==> images/placement.png <==
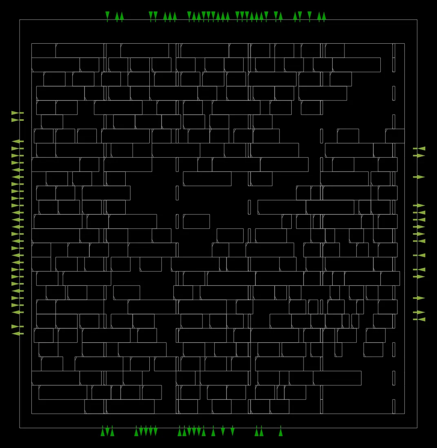
==> images/power_grid.png <==
Pins as bars on the die edge. Tap cells in gray.
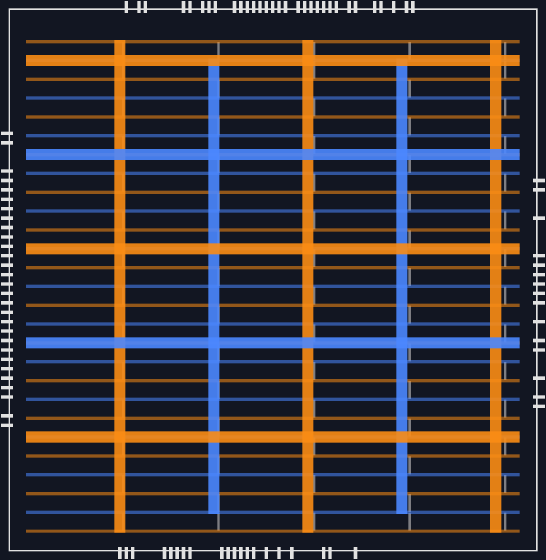
File: config.mk
export PLATFORM = sky130hd
export DESIGN_NAME = regfile_dump
export DESIGN_NICKNAME = d
export VERILOG_FILES = /design/src/rtl/regfile_dump.sv
export SDC_FILE = /design/constraint.sdc
export NUM_CORES = 1
export LEC_CHECK = 0
export ABC_AREA = 0
export CORE_AREA = 2 2 74 76
export DETAILED_ROUTE_END_ITERATION = 10
export DIE_AREA = 0 0 76 78
export HOLD_SLACK_MARGIN = 0.06
export PLACE_DENSITY = 0.94
export SETUP_SLACK_MARGIN = 0.4
export SYNTH_ARGS = -nofsm -noshare
export SYNTH_HDL_FRONTEND = slang
export SYNTH_SLANG_ARGS = --single-unit
export TNS_END_PERCENT = 50
File: constraint.sdc
create_clock -name clk -period 3.2 [get_ports clk]
set_clock_uncertainty 0.15 [all_clocks]
set_input_delay 0.64 -clock clk [delete_from_list [all_inputs] [get_ports clk]]
set_output_delay 0.64 -clock clk [all_outputs]
set_load 0.005 [all_outputs]
File: src/rtl/regfile_dump.sv
// rtl/regfile_dump.sv - register-file debug dump engine; define REGFILE_DUMP_CHECKSUM_EN to append an XOR checksum word
module regfile_dump #(
  parameter int NUM_REGS = 32,
  parameter int ADDR_W   = 5,
  parameter int DATA_W   = 32
) (
  input  logic              clk,
  input  logic              reset,
  input  logic              start,
  input  logic              abort,
  input  logic [ADDR_W-1:0] first_addr,
  input  logic [ADDR_W-1:0] last_addr,
  output logic              rd_req,
  input  logic              rd_gnt,
  output logic [ADDR_W-1:0] rd_addr,
  input  logic [DATA_W-1:0] rd_data,
  output logic              out_valid,
  input  logic              out_ready,
  output logic [DATA_W-1:0] out_data,
  output logic [ADDR_W-1:0] out_addr,
  output logic              out_last,
  output logic              busy,
  output logic              done
);

  localparam logic [1:0] S_IDLE = 2'd0;
  localparam logic [1:0] S_READ = 2'd1;
  localparam logic [1:0] S_SEND = 2'd2;
  localparam logic [1:0] S_DONE = 2'd3;

  localparam logic [ADDR_W-1:0] ADDR_MAX = ADDR_W'(NUM_REGS - 1);

  logic [1:0]        state_q, state_d;
  logic [ADDR_W-1:0] cnt_q, cnt_d;
  logic [ADDR_W-1:0] end_q, end_d;
  logic [DATA_W-1:0] data_q, data_d;
  logic [ADDR_W-1:0] oaddr_q, oaddr_d;
  logic              valid_q, valid_d;
  logic              last_q, last_d;
  logic [ADDR_W-1:0] cnt_inc;
`ifdef REGFILE_DUMP_CHECKSUM_EN
  // xor_q accumulates every register word; reg_last_q marks the final register
  // word so the checksum word can follow it; csum_q is set while the checksum
  // word itself is on the stream.
  logic [DATA_W-1:0] xor_q, xor_d;
  logic              reg_last_q, reg_last_d;
  logic              csum_q, csum_d;
`endif

  assign rd_req    = (state_q == S_READ);
  assign rd_addr   = cnt_q;
  assign out_valid = valid_q;
  assign out_data  = data_q;
  assign out_addr  = oaddr_q;
  assign out_last  = last_q;
  assign busy      = (state_q != S_IDLE);
  assign done      = (state_q == S_DONE);

  // Address counter successor, wrapping at the register count rather than the bit width.
  always_comb begin
    cnt_inc = (cnt_q == ADDR_MAX) ? '0 : cnt_q + 1'b1;
  end

  // Next-state and datapath: one read-port grant per word, then hold the word until accepted.
  always_comb begin
    state_d = state_q;
    cnt_d   = cnt_q;
    end_d   = end_q;
    data_d  = data_q;
    oaddr_d = oaddr_q;
    valid_d = valid_q;
    last_d  = last_q;
`ifdef REGFILE_DUMP_CHECKSUM_EN
    xor_d      = xor_q;
    reg_last_d = reg_last_q;
    csum_d     = csum_q;
`endif
    case (state_q)
      S_IDLE: begin
        if (start) begin
          cnt_d   = first_addr;
          end_d   = last_addr;
          state_d = S_READ;
`ifdef REGFILE_DUMP_CHECKSUM_EN
          xor_d  = '0;
          csum_d = 1'b0;
`endif
        end
      end
      S_READ: begin
        if (rd_gnt) begin
          data_d  = rd_data;
          oaddr_d = cnt_q;
          valid_d = 1'b1;
          state_d = S_SEND;
`ifdef REGFILE_DUMP_CHECKSUM_EN
          last_d     = 1'b0;
          reg_last_d = (cnt_q == end_q);
          xor_d      = xor_q ^ rd_data;
`else
          last_d = (cnt_q == end_q);
`endif
        end
      end
      S_SEND: begin
        if (valid_q && out_ready) begin
          valid_d = 1'b0;
          last_d  = 1'b0;
`ifdef REGFILE_DUMP_CHECKSUM_EN
          if (csum_q) begin
            csum_d  = 1'b0;
            state_d = S_DONE;
          end else if (reg_last_q) begin
            // Checksum word goes straight out without another read-port request.
            data_d  = xor_q;
            oaddr_d = end_q;
            valid_d = 1'b1;
            last_d  = 1'b1;
            csum_d  = 1'b1;
          end else begin
            cnt_d   = cnt_inc;
            state_d = S_READ;
          end
`else
          if (last_q) begin
            state_d = S_DONE;
          end else begin
            cnt_d   = cnt_inc;
            state_d = S_READ;
          end
`endif
        end
      end
      default: begin
        state_d = S_IDLE;
      end
    endcase
    // Abort overrides whatever the state machine decided this cycle.
    if (abort) begin
      state_d = S_IDLE;
      valid_d = 1'b0;
      last_d  = 1'b0;
`ifdef REGFILE_DUMP_CHECKSUM_EN
      csum_d = 1'b0;
`endif
    end
  end

  // State and datapath registers with asynchronous active-low clear.
  always_ff @(posedge clk or negedge reset) begin
    if (!reset) begin
      state_q <= S_IDLE;
      cnt_q   <= '0;
      end_q   <= '0;
      data_q  <= '0;
      oaddr_q <= '0;
      valid_q <= 1'b0;
      last_q  <= 1'b0;
`ifdef REGFILE_DUMP_CHECKSUM_EN
      xor_q      <= '0;
      reg_last_q <= 1'b0;
      csum_q     <= 1'b0;
`endif
    end else begin
      state_q <= state_d;
      cnt_q   <= cnt_d;
      end_q   <= end_d;
      data_q  <= data_d;
      oaddr_q <= oaddr_d;
      valid_q <= valid_d;
      last_q  <= last_d;
`ifdef REGFILE_DUMP_CHECKSUM_EN
      xor_q      <= xor_d;
      reg_last_q <= reg_last_d;
      csum_q     <= csum_d;
`endif
    end
  end

endmodule

==> highlights.md <==
Clock network
* 5 — total CTS buffers
* 2 — number of H-tree branching levels
* sky130_fd_sc_hd__clkbuf_8 — cell chosen for the clock root
* 0 — setup repair bufs after CTS
* 2 — deepest clock path buffer count
* 0.08 ns — Clock transition at path regs
* 0 — cell resize tally after clock tree synthesis

Final layout
* 897.1 µm² — logic area
* 23.79% — fraction of final layout cells sized beyond drive strength 1
* 299 — Layout Nets

Placed design
* 0.7754 — routability congestion estimate from global placement
* 0.8033 ns — worst setup timing slack at the placement stage
* 3.557 mm — placed wire-length estimate after detailed placement
* 94 — count of buffers inserted at the top-level ports

Run status
* completed — result of the run

Synth
* sky130_fd_sc_hd__dfrtp_1 — cell with the most instances after synthesis
* 56.57% — sequential area share after synthesis
* sky130_fd_sc_hd__dfrtp_1 — dominant cell type by area after synthesis
* 1.109% — adder and majority cell fraction of the synthesized area
* 2256 µm² — Syn Std Cell Area
* 56.57% — area share of the largest cell type after synthesis
* 1.941% — xor and xnor fraction of the mapped netlist area
* 2256 µm² — total cell area reported by yosys after synthesis
* multiplexers — largest non-sequential cell family by area
* 34 — post-synth cell types
* 0 — number of synthesized flops with an enable pin
* 154 — cell total in the yosys stat output
* sky130_fd_sc_hd__dfrtp_1 57%, sky130_fd_sc_hd__mux2_2 23%, sky130_fd_sc_hd__buf_6 2.5%, sky130_fd_sc_hd__xnor2_1 1.6%, sky130_fd_sc_hd__nand4b_1 1.2% — largest cells by area after synthesis
* 4.326% — area share of and-or/or-and cells after synthesis
* 154 — synthesized instance count
* 204 — Post-Synthesis Net Count

GRT
* 16.54% — Tot GR Track Use
* 0 — total overflow reported by the global router
* 42 — largest net degree at the start of global routing

Power and ir drop
* 1.386 nW — Lkg Pwr
* 1.958 mW — overall power

STA
* 2.488 ns — crit path time final
* 0 — Slew Viols, Final
* 0.7118 ns — setup ws final
* 0.1724 ns — final worst hold slack
* 401.9 MHz — highest achievable clock rate
* 0.5651 ns — Worst Tran Pin Value

Worst setup path
* sky130_fd_sc_hd__dfrtp_1 — Max stage delay cell, worst path
* state_q[1]$_DFFE_PN0P_ — worst setup path start
* state_q[1]$_DFFE_PN0P_ — Reg2Reg Launch Point
* flip-flops — cell class contributing the biggest share of worst-path delay
* or2_2, clkdlybuf4s50_1 — cell-by-cell trace of the critical path
* primary output — critical path endpoint category

Drt
* 0 — final antenna-violating net count

Back to the opening pictures, placement.png:
area of the placeable core: 5042 µm²
final core utilization: 65.29%
Tapcell Cnt: 70
Filler cells: 404
Site Rows: 26

Back to the opening pictures, power_grid.png:
net	color
VDD	blue
VSS	orange
tap cells	70
met5 straps	5
rows	26
met1 rails	27

[state kept, by name, indices dropped and copies added (netlist names)]
signal and cells:
out_data 32, end_q 5, out_addr 5, rd_addr 5, state_q 2, out_last 1
out_valid 1
[routing by layer]
layer / global-route usage (%) / vias to the layer above / part of all wire, %
li1: - / 738 / -
met1: 19.66 / 797 / 39
met2: 28.48 / 52 / 53
met3: 6.163 / 5 / 7.2
met4: 4.364 / 0 / 1.0
met5: 0 / - / 0
[power by group]
part	internal (mW)	switching, mW
clock network	0.146	0.188
registers	0.819	0.118
logic	0.494	0.192
total	1.46	0.499
[placed cells by master (no fill, tap or decap), drive strengths merged, types with 2 or more instances in the layout]
master / instances
a21oi: 4
and3: 2
and3b: 2
buf: 2
clkbuf: 6
clkdlybuf4s50: 93
dfrtp: 51
ha: 2
inv: 4
mux2: 47
nand2b: 4
nand3: 3
nand3b: 4
nand4b: 3
nor3b: 2
xnor2: 4
[final cells by class]
class / instances / share of cell area [%]
inverter: 4 / 0.4561
tap: 70 / 2.661
sequential: 51 / 38.77
multi-input combinational: 92 / 27.25
clock buffer: 6 / 2.204
timing repair buffer: 95 / 28.66
[cell families (layout without fill, tap and decap cells)]
kind of cell,Yosys count,count (layout)
compound gates,12,12
buf+inv,11,105
flops,51,51
xor+xnor,5,5
simple gates,26,26
mux,47,47
fa+ha+maj,2,2
[through the flow]
step | instance area (µm²) | util [%]
floorplan | 2256 | -
global placement | 3219 | 63.85
detailed placement | 3219 | 63.85
CTS | 3292 | 65.29
global route | 3292 | 65.29
finish | 3292 | 65.29
[worst register-to-register path: cells and delay by family (launching register included)]
family | cells | cell delay, ns
simple gates | 1 | 0.60
mux | 1 | 0.44
flops | 1 | 0.71
[final timing paths]
check / to / slack (ns) / cells after the start
max in group asynchronous: out_data[3]$_DFFE_PN0P_ / 1.98 / 2
worst max register to register: out_data[19]$_DFFE_PN0P_ / 1.20 / 2
min in group clk: out_data[6]$_DFFE_PN0P_ / 0.36 / 1
worst min-delay path: out_data[20]$_DFFE_PN0P_ / 0.17 / 1
worst min register to register: out_data[6]$_DFFE_PN0P_ / 0.36 / 1
worst max-delay path: busy / 0.71 / 2
Power figures rest on the tool's default switching activity, not on a simulated workload.
